<file path="config.mk">
export PLATFORM = sky130hd
export DESIGN_NAME = msrv32_pc_sequencer
export DESIGN_NICKNAME = d
export VERILOG_FILES = /design/src/rtl/msrv32_pkg.sv /design/src/rtl/msrv32_next_pc_mux.sv /design/src/rtl/msrv32_pc_sequencer.sv
export SDC_FILE = /design/constraint.sdc
export NUM_CORES = 1
export LEC_CHECK = 0
export CAP_MARGIN = 20
export CORE_MARGIN = 5
export CORE_UTILIZATION = 35
export CTS_BUF_LIST = sky130_fd_sc_hd__clkbuf_4 sky130_fd_sc_hd__clkbuf_8
export DETAILED_ROUTE_END_ITERATION = 8
export PLACE_DENSITY = 0.75
export SKIP_CTS_REPAIR_TIMING = 1
export SLEW_MARGIN = 20
export SYNTH_ARGS = -nofsm -noshare
export SYNTH_HDL_FRONTEND = slang
export SYNTH_SLANG_ARGS = --single-unit
</file>
<file path="constraint.sdc">
create_clock -name ms_riscv32_mp_clk_in -period 2.7 [get_ports ms_riscv32_mp_clk_in]
set_input_delay 0.27 -clock ms_riscv32_mp_clk_in [delete_from_list [all_inputs] [get_ports ms_riscv32_mp_clk_in]]
set_output_delay 0.27 -clock ms_riscv32_mp_clk_in [all_outputs]
set_load 0.005 [all_outputs]
</file>
<file path="src/rtl/msrv32_pkg.sv">
// Shared types and constants for the msrv32 fetch sequencer.
package msrv32_pkg;

  typedef enum logic [1:0] {
    BOOT  = 2'd0,
    RUN   = 2'd1,
    FLUSH = 2'd2
  } pc_state_e;

  localparam logic [31:0] PC_INC            = 32'd4;
  localparam logic [31:0] DEFAULT_BOOT_ADDR = 32'h0000_1000;

endpackage

</file>
<file path="src/rtl/msrv32_next_pc_mux.sv">
// Priority select of the next fetch address: trap, MRET, aligned taken target, PC+4.
module msrv32_next_pc_mux
  import msrv32_pkg::*;
(
  input  logic        branch_taken_in,
  input  logic [31:0] target_in,
  input  logic        trap_taken_in,
  input  logic [31:0] trap_address_in,
  input  logic        mret_in,
  input  logic [31:0] epc_in,
  input  logic [31:0] pc_plus_4_in,
  output logic [31:0] next_pc_out,
  output logic        redirect_out,
  output logic        misaligned_out
);

  logic [31:0] tgt;
  logic        branch_ok;

  // JALR clears bit 0; a target still misaligned on bit 1 is left to the trap unit.
  assign tgt            = target_in & ~32'd1;
  assign misaligned_out = branch_taken_in & tgt[1];
  assign branch_ok      = branch_taken_in & ~tgt[1];
  assign redirect_out   = trap_taken_in | mret_in | branch_ok;

  always_comb begin
    next_pc_out = pc_plus_4_in;
    if (trap_taken_in)  next_pc_out = trap_address_in;
    else if (mret_in)   next_pc_out = epc_in;
    else if (branch_ok) next_pc_out = tgt;
  end

endmodule

</file>
<file path="src/rtl/msrv32_pc_sequencer.sv">
// Architectural PC register, boot/run/flush FSM and redirect counter.
module msrv32_pc_sequencer
  import msrv32_pkg::*;
#(
  parameter logic [31:0] BOOT_ADDR = DEFAULT_BOOT_ADDR
) (
  input  logic        ms_riscv32_mp_clk_in,
  input  logic        ms_riscv32_mp_rst_in,
  input  logic        ahb_ready_in,
  input  logic        branch_taken_in,
  input  logic [31:0] target_in,
  input  logic        trap_taken_in,
  input  logic [31:0] trap_address_in,
  input  logic        mret_in,
  input  logic [31:0] epc_in,
  output logic [31:0] pc_out,
  output logic [31:0] pc_plus_4_out,
  output logic [31:0] iaddr_out,
  output logic        flush_out,
  output logic        misaligned_instr_out,
  output logic [31:0] redirect_count_out
);

  pc_state_e   state_q, state_d;
  logic [31:0] pc_q, pc_d;
  logic [31:0] cnt_q, cnt_d;
  logic [31:0] pc_plus_4;
  logic [31:0] next_pc;
  logic        redirect;
  logic        misaligned;

  assign pc_plus_4 = pc_q + PC_INC;

  msrv32_next_pc_mux u_mux (
    .branch_taken_in (branch_taken_in),
    .target_in       (target_in),
    .trap_taken_in   (trap_taken_in),
    .trap_address_in (trap_address_in),
    .mret_in         (mret_in),
    .epc_in          (epc_in),
    .pc_plus_4_in    (pc_plus_4),
    .next_pc_out     (next_pc),
    .redirect_out    (redirect),
    .misaligned_out  (misaligned)
  );

  // Redirect inputs only matter in RUN; in FLUSH they belong to the killed slot.
  always_comb begin
    state_d              = state_q;
    pc_d                 = pc_q;
    cnt_d                = cnt_q;
    iaddr_out            = BOOT_ADDR;
    flush_out            = 1'b1;
    misaligned_instr_out = 1'b0;
    case (state_q)
      BOOT: begin
        if (ahb_ready_in) begin
          pc_d    = BOOT_ADDR;
          state_d = RUN;
        end
      end
      RUN: begin
        iaddr_out            = next_pc;
        flush_out            = 1'b0;
        misaligned_instr_out = misaligned;
        if (ahb_ready_in) begin
          pc_d = next_pc;
          if (redirect) begin
            cnt_d   = cnt_q + 32'd1;
            state_d = FLUSH;
          end
        end
      end
      FLUSH: begin
        iaddr_out = pc_plus_4;
        if (ahb_ready_in) begin
          pc_d    = pc_plus_4;
          state_d = RUN;
        end
      end
      default: state_d = BOOT;
    endcase
  end

  always_ff @(posedge ms_riscv32_mp_clk_in or posedge ms_riscv32_mp_rst_in) begin
    if (ms_riscv32_mp_rst_in) begin
      state_q <= BOOT;
      pc_q    <= BOOT_ADDR;
      cnt_q   <= 32'd0;
    end else begin
      state_q <= state_d;
      pc_q    <= pc_d;
      cnt_q   <= cnt_d;
    end
  end

  assign pc_out             = pc_q;
  assign pc_plus_4_out      = pc_plus_4;
  assign redirect_count_out = cnt_q;

endmodule

</file>
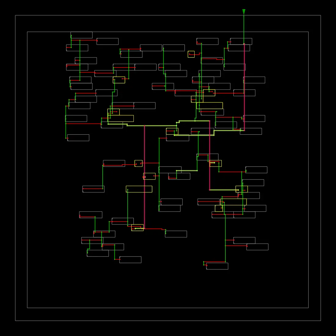
run_1/clock_nets.png
clkbuf count: 10
flop count: 66
Worst Skew: 9.58 ps
CTS sink count: 66

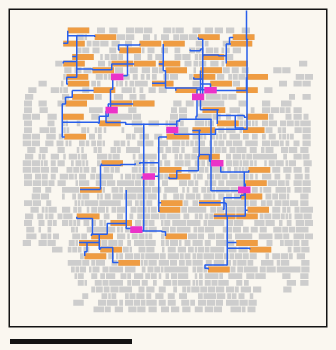
run_1/clock_wires.png
Scale bar: 50 um.
- clock wires: blue (length 989 um)
- clock-net drivers: magenta (count 9)
- flip-flops: orange (count 66)
- routed clock nets: 10

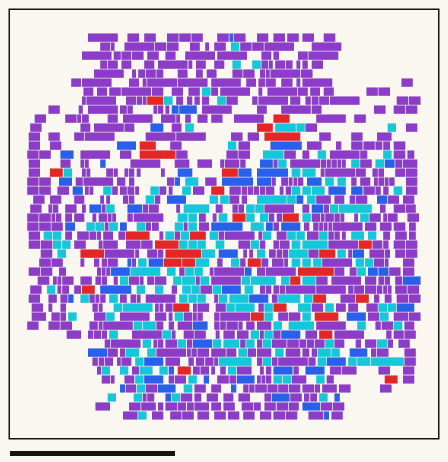
run_1/sizing.png
Scale bar: 50 um.
- x3 and x4: cyan (cells 181; share 19%; most used buf_4)
- x6 and larger: red (cells 33; share 3.4%; most used buf_6)
- x2: blue (cells 68; share 7.0%; most used xor2_2)
- x1 and smaller: purple (cells 687; share 71%; most used clkdlybuf4s50_1)

==> run 1: report_power, final <==
part | total (uW) | internal [uW] | switching [uW]
sequential | 1610 | 1270 | 344
combinational | 5370 | 2880 | 2490
clock | 1150 | 723 | 423
total | 8130 | 4870 | 3260
==> run 1: critical path: cells and delay by family, from the launching register on <==
| family | cells | cell delay (ps) |
|---|---|---|
| DFF | 1 | 580 |
| buffers and inverters | 4 | 510 |
| AOI/OAI and AO/OA | 1 | 110 |
| and+or+nand+nor | 4 | 900 |
| xor gates and xnor gates | 1 | 150 |
==> run 1: layout by cell type, fill, tap and decap left out, types with 4 or more instances in the layout <==
cell             netlist  final
bufinv_16              0      4
xnor2_2                2      7
nand2b_1               5      5
dfrtp_1               65     61
nor3_1                12      6
clkbuf_8               0      9
xor2_1                15      8
buf_12                 0      4
and3_1                10     10
o21ai_1                1      8
o21ai_0               62     53
o21a_1                 4      4
a21oi_1               35     33
clkdlybuf4s50_1        0    189
and4_4                 1      5
nor2_1                36     33
buf_6                  1     14
clkbuf_2               0      8
xor2_2                 3      9
nand2_1               70     68
nand4_1               12     12
buf_4                  2    146
xnor2_1               38     32
o2bb2ai_2              0      5
dfrtp_2                0      4
nand3_1               24     22
o221ai_1              18     16
and4_1                 9      5
and2_1                13     12
nor2_4                 2      5
a22o_1                 9      9
dlymetal6s2s_1         0     28
nor2b_1               14     12
o22ai_1                9      8
inv_1                 13     11
==> run 1: kinds of logic (layout without fill, tap and decap cells) <==
group,after synthesis,in the layout,synth area share [%]
multiplexers,4,4,0.853
flip-flops,66,66,33.1
adder cells (fa/ha/maj),6,6,1.50
buffers and inverters,59,421,4.89
other,0,1,0
AND-OR/OR-AND,178,178,23.1
AND/OR/NAND/NOR,236,236,25.6
XOR/XNOR,58,58,10.9
==> run 1: state kept, by name (all words and copies together) (netlist names) <==
register	cells
redirect_count_out	32
state_q	2
pc_out	32
==> run 1: worst min-delay path by stage <==
stage                           start                     end  depth (start not counted)
2_1_floorplan           target_in[14]              pc_out[14]                          2
3_3_place_gp   redirect_count_out[31]  redirect_count_out[31]                          1
3_5_place_dp   redirect_count_out[14]  redirect_count_out[14]                          1
4_1_cts          ms_riscv32_mp_rst_in  redirect_count_out[17]                          3
5_1_grt          ms_riscv32_mp_rst_in  redirect_count_out[17]                          3
6_report         ms_riscv32_mp_rst_in  redirect_count_out[25]                          3
==> run 1: area by class of cell <==
type / instances / area (um^2) / area share, %
antenna: 1 / 2.50 / 0.0267
clock buffer: 10 / 131 / 1.40
clock inverter: 6 / 138 / 1.47
inverter: 13 / 48.8 / 0.520
multi-input combinational: 482 / 3540 / 37.7
sequential: 66 / 1660 / 17.7
tap: 180 / 225 / 2.40
timing repair buffer: 392 / 3640 / 38.8
==> run 1: stage by stage <==
step                      util [%]  hold slack, ps  std cells  power, uW  setup TNS, ps
after detailed placement      59.1             486       1087       6400          -1920
after global placement        59.1             460       1087       6330           -818
after CTS                     61.1             332       1103       7560         -13200
final                         67.3             330       1150       8130           -561
after global routing          67.3             345       1150       8590          -1950
after floorplan                  -             467        607       3460              0
==> flow_summary.toml, run 1 <==
# implementation run metrics
[timing]
setup_viol = 6
finalHoldViolations = 0
layout_min_cycle_time_ps = 2860
fin_ws_ps = -158
period_used_pct = 106

[clocking]
cts_buffers = 9
cts-root-buf = "clkbuf_8"
cts_tree = "yes"

[yosys]
yosysUniqueCellTypes = 72
top_cells_by_count = "nand2_1, dfrtp_1, o21ai_0"
yosysChipArea_mm2 = 0.00499
mappedNetlistNets = 715

[setup_path]
path_cells = "nand4_1, or4_4, buf_12, buf_6, nor2_4, xor2_2, buf_4, o2bb2ai_4, and2_4, buf_6"
crit_path_end = "iaddr_out[23]"
cp_slowest_cell = "dfstp_2"
timing_worst_setup_path_type = "reg2out"

[power]
vdd_ir_drop_max_uv = 498
p_leak_uw = 0.00452
powerDensity_mw_per_mm2 = 866

[min_path]
hold_path_class = "in2async"

[run_status]
violations = "setup timing"
outcome = "finished with violations"

[routing]
drc = 0
route.met2.wl_um = 10800
via_count = 6321

[floorplanning]
core_mm2 = 0.0139

[finish]
fillCellCount = 1078

[flow_run]
tool_warnings = 31

[global_routing]
grt-busiest-layer = "met2"

[placement]
io_buffers = 230
run_1/closeup.png
Window x 82 to 112, y 17 to 47 um. Cells in grey, sequential cells in the stronger grey; small squares are vias.
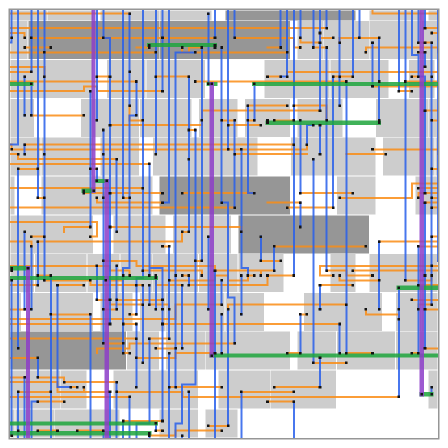

==> run 1 -> run 2 <==
--- a/config.mk
+++ b/config.mk
@@ -6,9 +6,10 @@
 export NUM_CORES = 1
 export LEC_CHECK = 0
 export CAP_MARGIN = 20
-export CORE_MARGIN = 5
+export CORE_MARGIN = 8
 export CORE_UTILIZATION = 35
 export CTS_BUF_LIST = sky130_fd_sc_hd__clkbuf_4 sky130_fd_sc_hd__clkbuf_8
+export CTS_CLUSTER_DIAMETER = 200
 export DETAILED_ROUTE_END_ITERATION = 8
 export PLACE_DENSITY = 0.75
 export SKIP_CTS_REPAIR_TIMING = 1
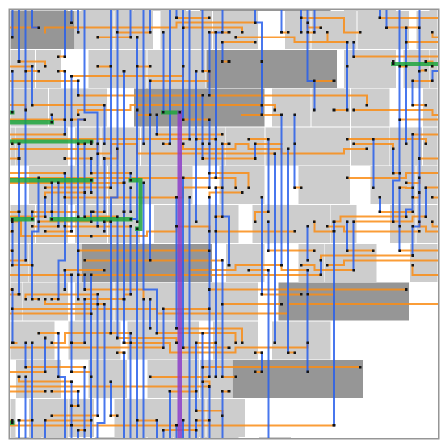
run_2/closeup.png
Window x 87 to 117, y 19 to 49 um. Cells in grey, sequential cells in the stronger grey; small squares are vias.
- M1: orange
- M3: green
- M2: blue
- M4: purple
- most frequent: buf_4 (15), clkdlybuf4s50_1 (10)
- netlist names of flops here include: `pc_out` (5)
- cells with their middle in the window: 68
- sequential cells in the window: 5

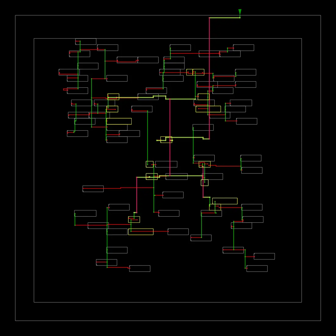
run_2/clock_nets.png
CTS Buf Count: 9
Power Clock: 1150 uW

==> run 2 against run 1 <==
Net effect:
- the flow still finishes with violations (setup timing)
- critical path depth unchanged
- clock power barely moved
- non-clock buffer count decreased by 7
- via count about the same
- synthesized area unchanged
- sequential share of layout area grew 0.11 points
- first-iteration DRC count is 6.0% lower
- cell count is 0.70% lower
- combinational power is 1% higher
- clock-buffer cell count unchanged
- synthesized cell count is the same
- fmax increased by 0.87%
- highest routed layer unchanged
==> flow_summary.toml, run 2 <==
# implementation run metrics
[yosys]
top_cells_by_count = "nand2_1, dfrtp_1, o21ai_0"
compound_area_share_pct = 23.1
yosysUniqueCellTypes = 72
ys_sh_adder_pct = 1.50
logic_family = "simple AND/OR/NAND/NOR gates"
yosysChipArea_mm2 = 0.00499
mux_area_share_pct = 0.853
ys_sh_simple_pct = 25.6

[timing]
layout_min_cycle_time_ps = 2830
fin_worst_skew_ps = 18.7
finalHoldViolations = 0
fin_ws_ps = -134
setup_viol = 9

[flow_run]
tool_warnings = 31

[finish]
fillCellCount = 1107
antennaDiodeCount = 0
lay_top_count = "clkdlybuf4s50_1"

[power]
power_uw = 8200
vdd_ir_drop_max_uv = 448
powerDensity_mw_per_mm2 = 880

[clocking]
cts-root-buf = "clkbuf_8"
cts_num_sinks = 66
cts_tree = "yes"

[floorplanning]
core_mm2 = 0.0139

[run_status]
outcome = "finished with violations"
violations = "setup timing"

[routing]
drc = 0
route.met2.wl_um = 11500
via_count = 6320
run 2: worst max-delay path by stage:
stage                     depth (start not counted)  slack (ps)           from             to
after global routing                             11        -280     pc_out[12]  iaddr_out[20]
final                                            10        -130     pc_out[12]  iaddr_out[26]
after detailed placement                          8         -90  trap_taken_in  iaddr_out[12]
after floorplan                                   8         350     pc_out[12]  iaddr_out[23]
after global placement                            8         -30     pc_out[12]  iaddr_out[21]
after CTS                                         7        -450      pc_out[2]  iaddr_out[16]
run 2: final cells by class:
| class | instances | area, um^2 | area share (%) |
|---|---|---|---|
| clock inverter | 6 | 138 | 1.48 |
| timing repair buffer | 385 | 3590 | 38.5 |
| clock buffer | 10 | 131 | 1.41 |
| inverter | 13 | 52.6 | 0.564 |
| multi-input combinational | 482 | 3520 | 37.8 |
| sequential | 66 | 1660 | 17.8 |
| tap | 180 | 225 | 2.42 |
run 2: where the power goes:
group,switching (uW),internal (uW),total (uW)
combinational,2560,2890,5440
clock,424,723,1150
sequential,340,1270,1610
total,3320,4880,8200
run 2: layer usage:
layer | GRT usage, % | up-vias
li1 | - | 2898
met1 | 29.2 | 3068
met2 | 38.1 | 306
met3 | 5.01 | 48
met4 | 5.98 | 0
met5 | 0 | -
run 2: logic make-up (layout without fill, tap and decap cells):
| group | count (synthesis) | count (layout) |
|---|---|---|
| flip-flops | 66 | 66 |
| adder cells (fa/ha/maj) | 6 | 6 |
| buffers and inverters | 59 | 414 |
| XOR/XNOR | 58 | 58 |
| multiplexers | 4 | 4 |
| AND/OR/NAND/NOR | 236 | 236 |
| AND-OR/OR-AND | 178 | 178 |
run 2: critical path: cells and delay by family (launching register included):
| family | cells | cell delay, ps |
|---|---|---|
| buffers and inverters | 4 | 580 |
| flip-flops | 1 | 570 |
| XOR/XNOR | 1 | 220 |
| AND/OR/NAND/NOR | 3 | 650 |
| AND-OR/OR-AND | 2 | 190 |
run 2: metrics by stage:
stage	setup TNS [ps]	cells	setup WS [ps]	utilization [%]	area, um^2
after floorplan	0	607	349	-	4990
after global placement	-75.9	1077	-25.9	59.0	8190
after detailed placement	-381	1077	-92.7	59.0	8190
after CTS	-11850	1093	-454	60.9	8460
after global routing	-2210	1142	-282	67.1	9320
final	-749	1142	-134	67.1	9320
No activity file was given, so power comes from the tool's default toggle rates.
